**Run 1: clock wires, drivers and flops**

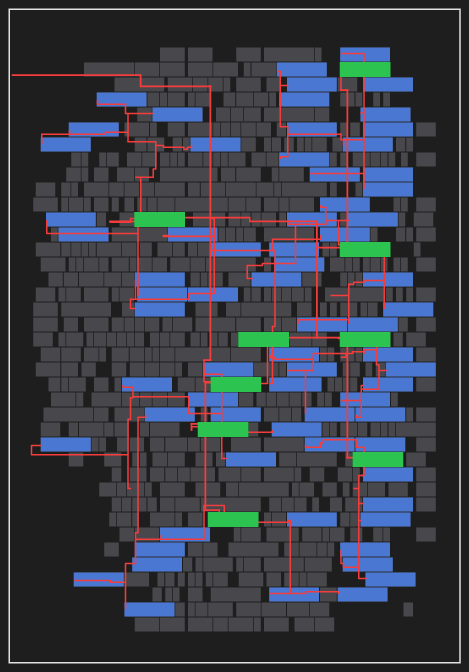
**Run 1: drive-strength map**

Scale bar: 20 µm.
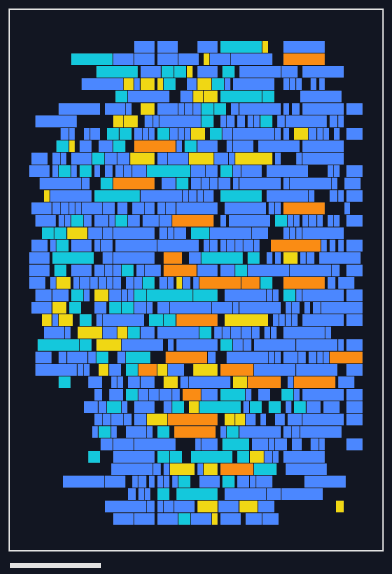
**Run 1: ports around the boundary**

Pins as bars across the die edge, other pins in grey.
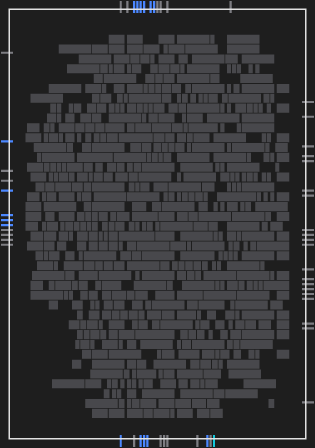
===== src/rtl/fx_pkg.sv =====
// Shared fixed-point definitions for the sign-magnitude Q1.15 arithmetic blocks.
package fx_pkg;

    localparam int N_BITS    = 16;
    localparam int FRAC_BITS = 15;

    typedef logic [15:0] q15_t;

    localparam logic [14:0] Q15_MAG_MAX = 15'h7FFF;

    typedef enum logic [1:0] {
        IDLE,
        CALC,
        DONE
    } div_state_t;

endpackage


===== src/rtl/divider_q15.sv =====
// Sign-magnitude Q1.15 restoring divider, one quotient bit per clock, with
// valid/ready handshakes and saturation on overflow or divide-by-zero.
module divider_q15
    import fx_pkg::*;
#(
    parameter int N    = N_BITS,
    parameter int FRAC = N - 1
) (
    input  logic         clk,
    input  logic         rst_n,
    input  logic         in_valid,
    output logic         in_ready,
    input  logic [N-1:0] a,
    input  logic [N-1:0] b,
    output logic         out_valid,
    input  logic         out_ready,
    output logic [N-1:0] q,
    output logic         overflow,
    output logic         div_by_zero
);

    localparam int CW = $clog2(FRAC + 1);

    div_state_t      state_q, state_d;
    logic [N-1:0]    r_q, r_d;
    logic [FRAC-1:0] bmag_q, bmag_d;
    logic [FRAC-1:0] quot_q, quot_d;
    logic [CW-1:0]   cnt_q, cnt_d;
    logic            sign_q, sign_d;
    logic [N-1:0]    q_q, q_d;
    logic            ovf_q, ovf_d;
    logic            dbz_q, dbz_d;
    logic            out_valid_q, out_valid_d;

    logic [FRAC-1:0] a_mag, b_mag;
    logic [N-1:0]    r2;
    logic            qbit;
    logic            in_sign;

    assign a_mag   = a[FRAC-1:0];
    assign b_mag   = b[FRAC-1:0];
    assign in_sign = a[N-1] ^ b[N-1];

    always_comb begin
        state_d     = state_q;
        r_d         = r_q;
        bmag_d      = bmag_q;
        quot_d      = quot_q;
        cnt_d       = cnt_q;
        sign_d      = sign_q;
        q_d         = q_q;
        ovf_d       = ovf_q;
        dbz_d       = dbz_q;
        out_valid_d = out_valid_q;
        r2          = r_q << 1;
        qbit        = 1'b0;

        case (state_q)
            IDLE: begin
                if (in_valid) begin
                    sign_d = in_sign;
                    ovf_d  = 1'b0;
                    dbz_d  = 1'b0;
                    if (b_mag == '0) begin
                        dbz_d       = 1'b1;
                        q_d         = {in_sign, {FRAC{1'b1}}};
                        out_valid_d = 1'b1;
                        state_d     = DONE;
                    end else if (a_mag >= b_mag) begin
                        ovf_d       = 1'b1;
                        q_d         = {in_sign, {FRAC{1'b1}}};
                        out_valid_d = 1'b1;
                        state_d     = DONE;
                    end else begin
                        r_d     = {1'b0, a_mag};
                        bmag_d  = b_mag;
                        quot_d  = '0;
                        cnt_d   = '0;
                        q_d     = '0;
                        state_d = CALC;
                    end
                end
            end
            CALC: begin
                // r < |b| < 2^(N-1), so the doubled remainder always fits in N bits.
                if (r2 >= {1'b0, bmag_q}) begin
                    qbit = 1'b1;
                    r_d  = r2 - {1'b0, bmag_q};
                end else begin
                    r_d = r2;
                end
                quot_d = {quot_q[FRAC-2:0], qbit};
                cnt_d  = cnt_q + 1'b1;
                if (cnt_q == CW'(FRAC - 1)) begin
                    q_d         = {sign_q, quot_d};
                    out_valid_d = 1'b1;
                    state_d     = DONE;
                end
            end
            DONE: begin
                if (out_ready) begin
                    out_valid_d = 1'b0;
                    state_d     = IDLE;
                end
            end
            default: state_d = IDLE;
        endcase
    end

    always_ff @(posedge clk or negedge rst_n) begin
        if (!rst_n) begin
            state_q     <= IDLE;
            r_q         <= '0;
            bmag_q      <= '0;
            quot_q      <= '0;
            cnt_q       <= '0;
            sign_q      <= 1'b0;
            q_q         <= '0;
            ovf_q       <= 1'b0;
            dbz_q       <= 1'b0;
            out_valid_q <= 1'b0;
        end else begin
            state_q     <= state_d;
            r_q         <= r_d;
            bmag_q      <= bmag_d;
            quot_q      <= quot_d;
            cnt_q       <= cnt_d;
            sign_q      <= sign_d;
            q_q         <= q_d;
            ovf_q       <= ovf_d;
            dbz_q       <= dbz_d;
            out_valid_q <= out_valid_d;
        end
    end

    assign in_ready    = (state_q == IDLE);
    assign out_valid   = out_valid_q;
    assign q           = q_q;
    assign overflow    = ovf_q;
    assign div_by_zero = dbz_q;

endmodule


===== config.mk =====
export PLATFORM = sky130hd
export DESIGN_NAME = divider_q15
export DESIGN_NICKNAME = d
export VERILOG_FILES = /design/src/rtl/fx_pkg.sv /design/src/rtl/divider_q15.sv
export SDC_FILE = /design/constraint.sdc
export NUM_CORES = 1
export LEC_CHECK = 0
export CORE_ASPECT_RATIO = 1.5
export CORE_MARGIN = 4
export CORE_UTILIZATION = 50
export DETAILED_ROUTE_END_ITERATION = 12
export PLACE_DENSITY = 0.84
export SKIP_CTS_REPAIR_TIMING = 1
export SLEW_MARGIN = 20
export SYNTH_ARGS = -nofsm -noshare
export SYNTH_HDL_FRONTEND = slang
export SYNTH_SLANG_ARGS = --single-unit

===== constraint.sdc =====
create_clock -name clk -period 2.5 [get_ports clk]
set_input_delay 0.5 -clock clk [delete_from_list [all_inputs] [get_ports clk]]
set_output_delay 0.5 -clock clk [all_outputs]
set_load 0.01 [all_outputs]

==> results.py, run 1 <==
# Flow results
metrics = {
    "synth": {
        "ys_seq_share_pct": 43.2,
        "ys.flops": 70,
        "synthesis.instances": 451,
        "synth_cell_type_count": 55,
        "avgSynthCellArea_um2": 8.98,
        "yosys_cells": 451,
        "fp_nets": 520,
        "yosysChipArea_um2": 4050,
        "synth-edff-count": 0,
        "syn_area_um2": 4050,
        "async_flop_share_pct": 100,
        "yosysWarningCount": 0,
        "ff_type": "dfrtp_1",
    },
    "sta": {
        "tightestPinTransition_ns": 0.832,
        "fmax_ghz": 0.395,
        "fin_hold_ws_ns": 0.122,
        "finalWorstSetupSlack_ns": -0.0319,
        "slew_violations": 0,
        "finalHoldViolCount": 0,
        "fin_skew_ns": 0.00748,
        "fin_crit_sh_pct": 101,
        "maxSlewHeadroom_pct": 44.4,
        "fin_setup_tns_ns": -0.0481,
        "fin_crit_ns": 2.53,
        "setup_viol": 2,
    },
    "finish": {
        "lay_top_count": "nand2_1",
        "fin_cells": 684,
        "fill_cells": 431,
        "n_antenna_cell": 0,
        "final_util_pct": 77.3,
        "drive_gt1_share_pct": 27.3,
        "final_cell_mix": "nand2_1, dfrtp_1, buf_4",
        "fin_nets": 646,
    },
    "placed_design": {
        "dp_hpwl_um": 8260,
        "gp_congestion": 0.928,
        "place_area_um2": 5160,
        "place_worst_setup_slack_ns": -0.626,
        "dp.cells": 654,
    },
    "hold_path": {
        "hold_path_class": "in -> async",
    },
    "flow_run": {
        "warnings": 28,
        "maxCapViolations": 0,
    },
    "routing": {
        "remaining_drc_errors": 0,
        "wl_um": 12900,
        "viasPerCell": 5.84,
        "antenna_left": 0,
        "first_iter_violations": 323,
        "wl_per_cell_um": 18.9,
        "num_vias": 3995,
        "drt_first_pass_iters": 6,
    },
    "cts": {
        "clock_path_buffers": 2,
        "insertion_delay_ns": 0.34,
        "tritoncts": "yes",
        "clock-sinks": 70,
        "cts_htree_levels": 3,
        "root_buffer": "clkbuf_16",
        "cts_made_buffers": 9,
        "clk_pin_slew_ns": 0.06,
    },
    "global_routing": {
        "grt_usage_pct": 23.6,
        "grt_pass1_vias": 3839,
        "grt_pass1_wl_um": 17500,
        "grt_max_degree": 39,
        "overflow": 0,
        "antenna_found_initial": 0,
    },
    "die": {
        "core_um2": 7760,
        "die-area_um2": 9630,
        "fp_util_pct": 52.2,
        "ioPinCount": 56,
        "rows": 39,
        "die-width_um": 81.5,
    },
    "run_status": {
        "status": "complete, but fails checks",
        "violations": "setup timing",
    },
    "power": {
        "leakage_nw": 2.93,
        "p_total_mw": 8.84,
        "power.density_nw_per_um2": 1470,
        "ir_drop_mv": 0.941,
    },
    "setup_path": {
        "path_class": "reg -> reg",
        "worstPathArrival_ns": 2.75,
        "critPathRequiredTime_ns": 2.72,
        "critPathLaunchType": "flip-flop",
        "end_kind": "flip-flop",
        "crit_fanout": 6,
    },
}
About 'clock wires, drivers and flops':
- clock wires: red (length 982 µm)
- cells driving clock nets: green (count 9)
- flip-flops: blue (count 70)
- routed clock nets: 10

About 'drive-strength map':
- drive 1 or less: blue (cells 423; share 73%; most used nand2_1)
- drive 2: yellow (cells 47; share 8.1%; most used a21oi_2)
- drive 6 and up: orange (cells 22; share 3.8%; most used clkbuf_16)
- drive 3 to 4: cyan (cells 90; share 15%; most used buf_4)
synthesis-to-finish area growth: 48.0%
post-route cell area: 6000 µm²

About 'ports around the boundary':
- overflow: cyan (pins 1; direction output; edge bottom)
- b: blue (pins 16; direction input; edge 6 top, 5 left, 5 bottom)
port buffer count: 55
Die Ht: 118 µm

==> run 1: synthesized netlist by cell type (3+ instances only) <==
cell | instances | share of area, %
nor2_1 | 34 | 3.2
nand3_1 | 4 | 0.49
nor3_1 | 5 | 0.62
and3_1 | 3 | 0.46
dfrtp_1 | 70 | 43
ha_1 | 32 | 9.9
a211oi_1 | 5 | 0.93
nand4_1 | 3 | 0.46
clkbuf_1 | 8 | 0.74
xor2_1 | 3 | 0.65
a21o_1 | 5 | 0.93
a221o_1 | 3 | 0.74
a22oi_1 | 11 | 2.0
xnor2_1 | 8 | 1.7
a21oi_1 | 38 | 4.7
o21a_1 | 3 | 0.56
o21ai_1 | 4 | 0.49
nor4_1 | 3 | 0.46
nand2_1 | 81 | 7.5
o21ai_0 | 37 | 4.6
buf_2 | 5 | 0.62
a31oi_1 | 6 | 0.93
nor2b_1 | 4 | 0.62
mux2i_1 | 3 | 0.74
inv_1 | 34 | 3.2
==> run 1: area by class of cell <==
class                      count  area, µm²  area share [%]
tap                          102        128            2.13
clock inverter                 7       98.8            1.65
timing repair buffer         130       1280            21.4
multi-input combinational    332       2380            39.7
inverter                      34        128            2.13
clock buffer                   9        225            3.76
sequential                    70       1750            29.2
==> run 1: per-layer routing <==
layer  GRT usage, %  routed length [µm]
met5              0                   0
met4           13.1                 542
met3           3.27                 772
met2           41.4                7000
met1           26.7                4620
==> run 1: sequential cells by signal (all words and copies together), names as in the netlist <==
signal	flops
cnt_q	4
quot_q	14
state_q	2
q	16
bmag_q	15
div_by_zero	1
out_valid	1
r_q	15
overflow	1
sign_q	1
==> run 1: cell families after synthesis <==
kind of cell / Yosys count / synth area share, %
buffers and inverters: 50 / 5.25
adders and majority gates: 33 / 10.4
DFF: 70 / 43.2
muxes: 4 / 1.02
AOI/OAI and AO/OA: 132 / 21.3
xor gates and xnor gates: 11 / 2.38
and+or+nand+nor: 151 / 16.4
==> run 1: power breakdown <==
part	total (mW)	switching [mW]	internal, mW
clock network	1.40	0.524	0.874
logic	5.42	2.90	2.52
registers	2.02	0.366	1.65
total	8.84	3.79	5.05
==> run 1: worst paths after layout <==
kind	from	end	slack, ns	cells past startpoint
setup / recovery	r_q[3]$_DFFE_PN0P_	r_q[10]$_DFFE_PN0P_	-0.03	9
hold / removal	rst_n	overflow$_DFFE_PN0P_	0.12	1
setup reg to reg	r_q[3]$_DFFE_PN0P_	r_q[10]$_DFFE_PN0P_	-0.03	9
hold reg to reg	quot_q[13]$_DFFE_PN0P_	quot_q[13]$_DFFE_PN0P_	0.47	2
max in group asynchronous	rst_n	cnt_q[3]$_DFFE_PN0P_	1.78	2
min in group clk	quot_q[13]$_DFFE_PN0P_	quot_q[13]$_DFFE_PN0P_	0.47	2
==> run 1: worst max-delay path, stage by stage, from the launching register on <==
cell and delay [ns]:
dfrtp_1 0.42, ha_1 0.42, nand4_1 0.23, o221ai_2 0.26
nor2_2 0.08, a21o_4 0.23, buf_6 0.12, and2_4 0.16
a22o_1 0.23, a221o_1 0.26
**Run 1: clock nets**

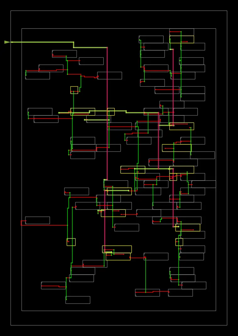

## Run 2: what changed since run 1
--- a/config.mk
+++ b/config.mk
@@ -5,7 +5,6 @@
 export SDC_FILE = /design/constraint.sdc
 export NUM_CORES = 1
 export LEC_CHECK = 0
-export CORE_ASPECT_RATIO = 1.5
 export CORE_MARGIN = 4
 export CORE_UTILIZATION = 50
 export DETAILED_ROUTE_END_ITERATION = 12
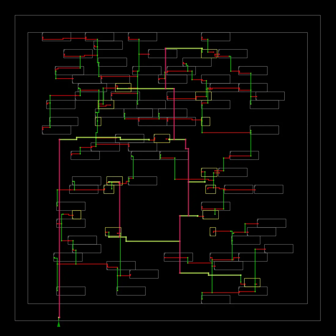
**Above:** run 2 (clock nets).
Flops: 70
CTS sink cnt: 70
TritonCTS buffer count: 9

==> run 2 against run 1 <==
The flow now finishes without violations. Combinational power is 7.9% lower. Critical path depth grew 2. Area after synthesis stayed put. Clock power fell by 38%. Worst setup slack improved by 0.057 ns.
==> results.py, run 2 <==
# Flow results
metrics = {
    "flow_run": {
        "warnings": 28,
    },
    "global_routing": {
        "grt_pass1_vias": 3754,
        "antenna_found_initial": 0,
        "grt_max_degree": 44,
    },
    "synth": {
        "async_flop_share_pct": 100,
        "top_cell_area_share_pct": 43.2,
        "yosys_cells": 451,
        "ys_top_cells_by_count": "nand2_1, dfrtp_1, a21oi_1, o21ai_0",
        "top_area_cell": "dfrtp_1",
        "synth-edff-count": 0,
        "ys_seq_share_pct": 43.2,
        "ff_type": "dfrtp_1",
        "fp_nets": 520,
        "ys_top_cells_by_area": "dfrtp_1, ha_1, nand2_1, a21oi_1, o21ai_0",
        "avgSynthCellArea_um2": 8.98,
        "yosysChipArea_um2": 4050,
        "ys.flops": 70,
        "top_cell": "nand2_1",
    },
    "finish": {
        "fin_cells": 671,
        "area_delta_synth_final_pct": 39.9,
        "largest_reg_flops": 16,
        "final_cell_mix": "nand2_1, dfrtp_1, buf_4",
        "fill_cells": 522,
        "lay_top_count": "nand2_1",
        "logic_area_um2": 2300,
        "drive_gt1_share_pct": 22.7,
        "n_antenna_cell": 0,
        "final_util_pct": 72.5,
        "fin_nets": 633,
        "seq_area_um2": 1750,
    },
    "die": {
        "ioPinCount": 56,
        "rows": 32,
        "core_um2": 7810,
        "die-area_um2": 9600,
    },
    "setup_path": {
        "critPathRequiredTime_ns": 2.74,
        "crit_fanout": 7,
        "path_class": "in -> reg",
        "r2r_end": "r_q[8]$_DFFE_PN0P_",
        "worstSetupEndpoint": "r_q[8]$_DFFE_PN0P_",
        "startpoint": "a[3]",
        "critPathLaunchType": "input pin",
        "worstPathArrival_ns": 2.72,
        "ff2ff_path_depth": 9,
        "r2r-start": "r_q[3]$_DFFE_PN0P_",
        "end_kind": "flip-flop",
    },
    "placed_design": {
        "gp_congestion": 0.957,
        "dp_hpwl_um": 8100,
        "dp.cells": 646,
        "portBuffers": 55,
    },
    "hold_path": {
        "hold_path_class": "in -> async",
    },
    "routing": {
        "viasPerCell": 5.93,
        "num_vias": 3980,
        "drt_first_pass_iters": 7,
    },
    "cts": {
        "cts_htree_levels": 3,
        "clock_path_buffers": 2,
        "clk_pin_slew_ns": 0.08,
        "root_buffer": "clkbuf_8",
        "insertion_delay_ns": 0.37,
    },
    "sta": {
        "setup_viol": 0,
        "fin_crit_sh_pct": 99.0,
        "fin_hold_ws_ns": 0.169,
        "fmax_ghz": 0.404,
        "fin_skew_ns": 0.0178,
        "fin_crit_ns": 2.48,
        "finalHoldViolCount": 0,
        "slew_violations": 0,
    },
    "power": {
        "ir_drop_mv": 0.627,
        "power.density_nw_per_um2": 1390,
        "p_total_mw": 7.85,
    },
    "run_status": {
        "status": "finished clean",
    },
}
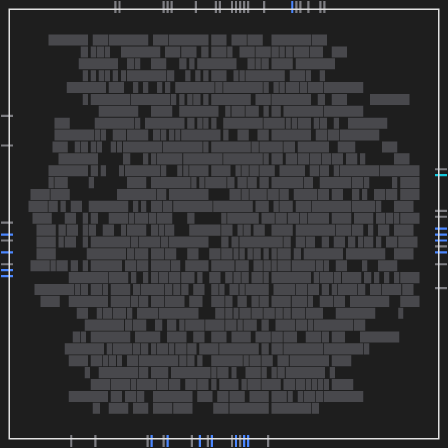
**Above:** run 2 (ports around the boundary).
Pins as bars across the die edge, other pins in grey.
- overflow: cyan (pins 1; direction output; edge right)
- b: blue (pins 16; direction input; edge 7 bottom, 4 left, 4 right, 1 top)
- all pins by edge: 20 top, 16 bottom, 11 right, 9 left
chip width: 98 µm
Die Ht: 98 µm

run 2: critical path, stage by stage:
cell             delay (ns)
clkdlybuf4s50_1        0.44
ha_1                   0.31
nand2_2                0.08
nor2_4                 0.16
a21oi_4                0.09
o41ai_4                0.31
buf_6                  0.19
nor3_4                 0.06
buf_12                 0.14
buf_4                  0.13
a221o_1                0.32
run 2: routing by layer:
metal  GRT usage, %  vias up  part of all wire (%)
li1               -     1807                     -
met2           37.8      215                    48
met1           29.9     1909                    40
met3           5.57       49                   7.3
met5              0        -                     0
met4           9.58        0                   4.3
run 2: how the worst min path moves through the flow:
stage                             end  slack, ns              startpoint  depth (start not counted)
2_1_floorplan   bmag_q[0]$_DFFE_PN0P_       0.20                   rst_n                          0
3_3_place_gp   quot_q[12]$_DFFE_PN0P_       0.46  quot_q[12]$_DFFE_PN0P_                          2
3_5_place_dp   quot_q[10]$_DFFE_PN0P_       0.46  quot_q[10]$_DFFE_PN0P_                          2
4_1_cts            r_q[7]$_DFFE_PN0P_       0.20                   rst_n                          1
5_1_grt         bmag_q[3]$_DFFE_PN0P_       0.22                   rst_n                          1
6_report        bmag_q[3]$_DFFE_PN0P_       0.17                   rst_n                          1
run 2: metrics by stage:
stage | TNS [ns] | setup slack (ns) | instance area, µm²
floorplan | 0 | 0.106 | 4050
global placement | -34.96 | -0.615 | 5120
detailed placement | -44.86 | -0.792 | 5120
CTS | -19.67 | -0.422 | 5310
global route | -0.518 | -0.0709 | 5660
finish | 0 | 0.0247 | 5660
run 2: logic make-up after synthesis:
family                   after synthesis  synth area share, %
adder cells (fa/ha/maj)               33                 10.4
buffers and inverters                 50                 5.25
AND-OR/OR-AND                        132                 21.3
AND/OR/NAND/NOR                      151                 16.4
multiplexers                           4                 1.02
XOR/XNOR                              11                 2.38
flip-flops                            70                 43.2
run 2: report_power, final:
group          switching, mW  internal, mW  total [mW]
logic                   2.73          2.26        4.99
clock network          0.481         0.390       0.871
registers              0.341          1.65        1.99
run 2: area by class of cell:
type                    count  share of cell area, %
inverters                  34                   2.25
well taps                 102                   2.25
clock buffers              10                   2.43
flip-flops and latches     70                   30.9
clock inverters             6                  0.751
repair buffers            116                   20.7
multi-input cells         333                   40.7
Power is estimated from default activity; no workload was simulated.
